Fig. 1: M4 wires
Supply wires on this layer in gray.
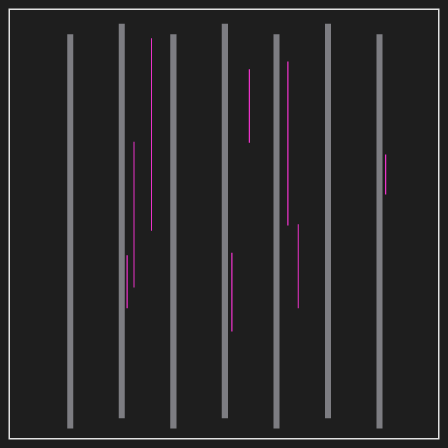
Fig. 2: sequential cells colored by netlist name
Other sequential cells in the stronger gray, the rest of the logic in the fainter gray.
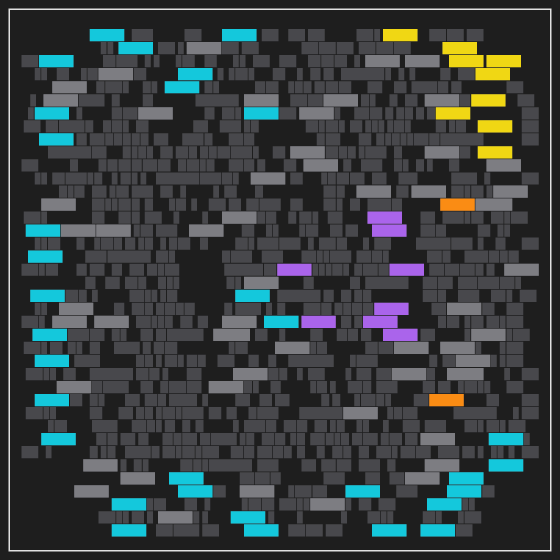
[config.mk]
export PLATFORM = sky130hd
export DESIGN_NAME = pulse_channel_gen
export DESIGN_NICKNAME = d
export VERILOG_FILES = /design/src/rtl/pulse_channel_gen.sv
export SDC_FILE = /design/constraint.sdc
export NUM_CORES = 1
export LEC_CHECK = 0
export CAP_MARGIN = 0
export CORE_MARGIN = 2
export CORE_UTILIZATION = 52
export DETAILED_ROUTE_END_ITERATION = 8
export PLACE_DENSITY_LB_ADDON = 0.08
export SETUP_SLACK_MARGIN = 0.05
export SYNTH_ARGS = -nofsm -noshare
export SYNTH_HDL_FRONTEND = slang
export SYNTH_SLANG_ARGS = --single-unit
[constraint.sdc]
create_clock -name i_clk -period 3.3 [get_ports i_clk]
set_clock_uncertainty 0.1 [all_clocks]
set_input_delay 0.99 -clock i_clk [delete_from_list [all_inputs] [get_ports i_clk]]
set_output_delay 0.99 -clock i_clk [all_outputs]
set_load 0.005 [all_outputs]
[src/rtl/pulse_channel_gen.sv]
// pulse_channel_gen
//   Pulse-wave voice: phase accumulator, four selectable duty cycles, a
//   per-frame linear-decay envelope and a valid/ready note-load handshake.
//   The registered output is the compare value for a downstream PWM channel.
//
//   Optional feature macro: PULSE_CHANNEL_SWEEP_EN adds a per-frame
//   frequency sweep (i_sweep_shift / i_sweep_up ports).
//
// Ports
//   i_clk, i_rst    clock, synchronous active-high reset
//   i_note_valid    new note offered
//   o_note_ready    note can be accepted (accept = valid && ready)
//   i_phase_delta   per-cycle phase increment, sampled on accept
//   i_duty          00=12.5% 01=25% 10=50% 11=75%, sampled on accept
//   i_env_start     initial envelope level, sampled on accept
//   i_env_decay     frames per envelope decrement (0 = hold), sampled on accept
//   i_sweep_shift   sweep shift, 0 = no sweep (PULSE_CHANNEL_SWEEP_EN only)
//   i_sweep_up      sweep direction (PULSE_CHANNEL_SWEEP_EN only)
//   o_output        registered compare value
//   o_frame_pulse   one-cycle pulse aligned with phase 0 of each new period
//   o_active        high while a note is loading or playing
module pulse_channel_gen #(
    parameter int unsigned PHASE_W = 32,
    parameter int unsigned OUT_W   = 9,
    parameter int unsigned DIV_W   = 8
) (
    input  logic               i_clk,
    input  logic               i_rst,
    input  logic               i_note_valid,
    output logic               o_note_ready,
    input  logic [PHASE_W-1:0] i_phase_delta,
    input  logic [1:0]         i_duty,
    input  logic [OUT_W-1:0]   i_env_start,
    input  logic [DIV_W-1:0]   i_env_decay,
`ifdef PULSE_CHANNEL_SWEEP_EN
    input  logic [2:0]         i_sweep_shift,
    input  logic               i_sweep_up,
`endif
    output logic [OUT_W-1:0]   o_output,
    output logic               o_frame_pulse,
    output logic               o_active
);

    typedef enum logic [1:0] {
        IDLE = 2'd0,
        LOAD = 2'd1,
        PLAY = 2'd2
    } state_e;

    state_e             state_q, state_d;
    logic [PHASE_W-1:0] phase_q, phase_d;
    logic [PHASE_W-1:0] delta_q, delta_d;
    logic [1:0]         duty_q, duty_d;
    logic [OUT_W-1:0]   env_q, env_d;
    logic [DIV_W-1:0]   decay_q, decay_d;
    logic [DIV_W-1:0]   cnt_q, cnt_d;
    logic [OUT_W-1:0]   out_q, out_d;
    logic               wrap_pend_q, wrap_pend_d;
    logic               pulse_q;

    logic               accept;
    logic               carry;
    logic               wrap;
    logic               high;
    logic               note_end;
    logic [PHASE_W-1:0] sum;
    logic [2:0]         t;

`ifdef PULSE_CHANNEL_SWEEP_EN
    logic [2:0]         shift_q, shift_d;
    logic               up_q, up_d;
    logic [PHASE_W-1:0] sweep_step;
    logic [PHASE_W-1:0] sweep_delta;
    logic               sweep_end;

    always_comb begin
        sweep_step  = delta_q >> shift_q;
        sweep_delta = delta_q;
        sweep_end   = 1'b0;
        if (shift_q != 3'd0) begin
            if (up_q) begin
                {sweep_end, sweep_delta} = {1'b0, delta_q} + {1'b0, sweep_step};
            end else begin
                sweep_delta = delta_q - sweep_step;
                sweep_end   = (sweep_delta == '0);
            end
        end
    end
`endif

    assign o_note_ready     = !i_rst && (state_q != LOAD);
    assign accept           = i_note_valid && o_note_ready;
    assign {carry, sum}     = {1'b0, phase_q} + {1'b0, delta_q};
    assign wrap             = (state_q == PLAY) && carry;
    assign t                = phase_q[PHASE_W-1 -: 3];
    assign o_active         = (state_q == LOAD) || (state_q == PLAY);
    assign o_output         = out_q;
    assign o_frame_pulse    = pulse_q;

    always_comb begin
        high = 1'b0;
        case (duty_q)
            2'b00:   high = (t < 3'd1);
            2'b01:   high = (t < 3'd2);
            2'b10:   high = (t < 3'd4);
            default: high = (t < 3'd6);
        endcase
    end

    always_comb begin
        state_d     = state_q;
        phase_d     = phase_q;
        delta_d     = delta_q;
        duty_d      = duty_q;
        env_d       = env_q;
        decay_d     = decay_q;
        cnt_d       = cnt_q;
        wrap_pend_d = 1'b0;
        note_end    = 1'b0;
`ifdef PULSE_CHANNEL_SWEEP_EN
        shift_d     = shift_q;
        up_d        = up_q;
`endif

        case (state_q)
            IDLE: begin
                phase_d = '0;
            end
            LOAD: begin
                phase_d = '0;
                cnt_d   = '0;
                state_d = (env_q == '0) ? IDLE : PLAY;
            end
            PLAY: begin
                phase_d = sum;
                if (wrap) begin
                    if (decay_q != '0) begin
                        if (cnt_q == decay_q - DIV_W'(1)) begin
                            cnt_d = '0;
                            env_d = env_q - OUT_W'(1);
                            if (env_q == OUT_W'(1)) begin
                                note_end = 1'b1;
                            end
                        end else begin
                            cnt_d = cnt_q + DIV_W'(1);
                        end
                    end
`ifdef PULSE_CHANNEL_SWEEP_EN
                    delta_d = sweep_delta;
                    if (sweep_end) begin
                        note_end = 1'b1;
                    end
`endif
                    // A wrap that ends the note produces no pulse, unless a
                    // retrigger lands on the same edge: then the pulse stands.
                    wrap_pend_d = !note_end || accept;
                    if (note_end) begin
                        state_d = IDLE;
                        phase_d = '0;
                        env_d   = '0;
                        cnt_d   = '0;
                    end
                end
            end
            default: begin
                state_d = IDLE;
            end
        endcase

        // Accept overrides whatever PLAY decided, discarding any pending step.
        if (accept) begin
            state_d = LOAD;
            phase_d = '0;
            cnt_d   = '0;
            delta_d = i_phase_delta;
            duty_d  = i_duty;
            env_d   = i_env_start;
            decay_d = i_env_decay;
`ifdef PULSE_CHANNEL_SWEEP_EN
            shift_d = i_sweep_shift;
            up_d    = i_sweep_up;
`endif
        end
    end

    assign out_d = ((state_q == PLAY) && high) ? env_q : '0;

    // The wrap is pipelined one extra stage so the frame pulse lines up with
    // the output sample of the new period's phase 0.
    always_ff @(posedge i_clk) begin
        if (i_rst) begin
            state_q     <= IDLE;
            phase_q     <= '0;
            delta_q     <= '0;
            duty_q      <= '0;
            env_q       <= '0;
            decay_q     <= '0;
            cnt_q       <= '0;
            out_q       <= '0;
            wrap_pend_q <= 1'b0;
            pulse_q     <= 1'b0;
`ifdef PULSE_CHANNEL_SWEEP_EN
            shift_q     <= '0;
            up_q        <= 1'b0;
`endif
        end else begin
            state_q     <= state_d;
            phase_q     <= phase_d;
            delta_q     <= delta_d;
            duty_q      <= duty_d;
            env_q       <= env_d;
            decay_q     <= decay_d;
            cnt_q       <= cnt_d;
            out_q       <= out_d;
            wrap_pend_q <= wrap_pend_d;
            pulse_q     <= wrap_pend_q;
`ifdef PULSE_CHANNEL_SWEEP_EN
            shift_q     <= shift_d;
            up_q        <= up_d;
`endif
        end
    end

endmodule

==> out/metrics.yaml <==
synth:
  synth.top_cell.area_share_pct: 33.9
  simple_gate_share_pct: 27.9
  async_flop_share_pct: 0
  common_cells: "nand2_1 (141), dfxtp_1 (104), a21oi_1 (66)"
  synth_nets: 870
  ys_sh_adder_pct: 8.68
  synthFlopType: "dfxtp_1"
  synth_seq_share_pct: 33.9
  netlist_instances: 774
  avgSynthCellArea_sq_um: 7.94
  ys.flops: 104
  yosys.area.top_type: "dfxtp_1"
  synthXorXnorAreaFrac_pct: 5.85
  mux_area_share_pct: 0.326
  top_logic_kind: "simple AND/OR/NAND/NOR gates"
  yosysMostFrequentCell: "nand2_1"
  enable_flop_cells: 0
  netlist_area_sq_um: 6140
  aoi_share_pct: 19.7
clock_tree:
  cts_sinks: 104
  root_buffer: "clkbuf_16"
  postCtsHoldBufs: 0
  htreeDepth: 3
  cts.path.max_buffers: 2
  cts_tree: "done"
  clkLatencyLatePin_ns: 0.36
  numCtsBuffers: 9
drt:
  drc: 0
  top_layer: "met4"
  viasPerCell: 5.78
  drt_iter0_markers: 244
  wl_per_cell_um: 15.5
  wl_met2_mm: 7.63
  wl_met1_mm: 6.90
  wl_met3_um: 504
  postRouteAntennaNets: 0
  drt_pass1_iterations: 5
timing:
  min_period_ns: 3.17
  hold_violations: 0
  fin_crit_sh_pct: 96.0
  worstMarginPinSlew_ns: 0.599
  relSlewSlack_pct: 59.0
  finalSetupViolations: 0
  rsz0062_at_grt: "no"
  finalMaxSlewViolations: 0
  final.setup.tns_ns: 0
  finalWorstSetupSlack_ns: 0.132
setup_path:
  cp_cell_sequence: "clkdlybuf4s50_1 > nor2_2 > clkdlybuf4s50_1"
  path_max_fanout: 3
  cp.arrival_ns: 2.08
  crit_slowest_cell: "clkdlybuf4s50_1"
  crit_end: "o_note_ready"
  worstSetupPathType: "in2out"
  r2r-end: "phase_q[26]$_SDFFE_PP0P_"
  critical_path.top_delay_family: "buffers and inverters"
  endpoint_kind: "output pin"
  worstSetupStartpoint: "i_rst"
  required_ns: 2.21
  cp_num_buf_inv: 2
  critPathMaxStageDelay_ns: 0.52
  worst_setup_path_start_kind: "primary input"
  cp_num_cells: 3
  regToRegSetupSlack_ns: 0.18
global_route:
  grt-ovfl-total: 0
  grtUsageMet3_pct: 4.64
  grt_max_degree: 57
  top_usage_layer: "met2"
  grt_util_met2_pct: 43.1
  antenna_found_initial: 0
  grtUsageTotal_pct: 24.6
  grt_pass1_vias: 5515
finish:
  mi_logic_area_sq_um: 4010
  largest_cell_class: "multi-input combinational cells"
  clock_area_share_pct: 3.65
  fill_cells: 994
  top_regs: "delta_q (32), phase_q (32)"
  nonClockBufferCount: 94
  fin_nets: 934
  drive_gt1_share_pct: 10.9
  numSequentialCells: 104
  comb_share_pct: 53.6
  inverters: 17
  buffer_area_share_pct: 11.6
  n_antenna_cell: 0
  logic_gates: 612
place:
  pre_cts_slack_ns: 0.0118
  dp_hpwl_mm: 10.9
power_and_ir_drop:
  swShare_pct: 27.9
  p_int_w: 0.00206
  clock_power_share_pct: 35.2
  pwr_density_cell_nw_per_um2: 381
  vdd_drop_max_mv: 0.352
  seqPwrFrac_pct: 47.9
flow_run:
  tool_warnings: 32
  drv_cap: 0
status:
  status: "complete, no violations"
min_path:
  holdCritStartpoint: "wrap_pend_q$_SDFF_PP0_"
  hp-class: "reg2reg"
  whs_endpoint: "o_frame_pulse$_SDFF_PP0_"
  holdPathStages: 1
floorplanning:
  die_h_um: 113
  io_pins: 66
  core_area_sq_um: 11500
  placement_rows: 39
  die_area_sq_um: 12700
## Picture notes: Fig. 1
nets with wire on the layer: 6
longest straight run: 50.3 um
main direction: vertical
share of all routed wire: 1.4%
routed vias: 5697
Routed WL: 15.2 mm

## Picture notes: Fig. 2
| color | netlist name | placed flops |
|---|---|---|
| yellow | o_output | 9 |
| purple | cnt_q | 8 |
| orange | duty_q | 2 |
| cyan | delta_q | 32 |
not colored: 53
Storage cell area: 2090 sq um
flop share of the area: 27.9%

## placed cells by master (no fill, tap or decap), types with 3 or more instances in the layout
cell / count
nor2b_1: 6
o211ai_1: 9
o21bai_1: 4
ha_1: 27
nand3_1: 14
xor2_1: 20
o31ai_1: 7
ha_4: 3
dfxtp_2: 3
and3_1: 6
clkdlybuf4s50_1: 65
inv_1: 17
nand2b_1: 7
nor3_1: 8
clkbuf_16: 9
a311oi_1: 4
nor2_1: 44
clkinvlp_4: 4
or3_1: 27
o21ai_1: 4
a22o_1: 8
nand2_1: 139
ha_2: 11
a31oi_1: 12
and2_1: 13
xnor2_1: 21
buf_4: 28
a21oi_1: 66
o21a_1: 4
a21o_1: 10
o21ai_0: 27
nand3b_1: 42
a211oi_1: 8
a211oi_2: 3
nand4_1: 8
dfxtp_1: 101
## stage by stage
| stage | cells | hold slack, ns | util (%) | area, sq um | total power (W) |
|---|---|---|---|---|---|
| floorplan | 774 | 0.314 | - | 6140 | 0.00168 |
| global placement | 964 | 0.334 | 61.0 | 6990 | 0.00184 |
| detailed placement | 964 | 0.346 | 61.0 | 6990 | 0.00186 |
| CTS | 980 | 0.359 | 63.4 | 7270 | 0.00286 |
| global route | 986 | 0.367 | 65.2 | 7480 | 0.00299 |
| finish | 986 | 0.352 | 65.2 | 7480 | 0.00285 |
## power by group through the flow
stage	clock [W]	combinational [W]	sequential, W
global placement	0	0.000450	0.00139
floorplan	0	0.000308	0.00138
detailed placement	0	0.000465	0.00139
global route	0.00108	0.000538	0.00137
CTS	0.00103	0.000469	0.00136
finish	0.00100	0.000483	0.00137
## repair_timing
action,4_1_cts,5_1_grt
gates resized,2,42
setup endpoints to repair,20,40
buffers inserted,0,6
pin swaps,0,15
No activity file was given, so power comes from the tool's default toggle rates.
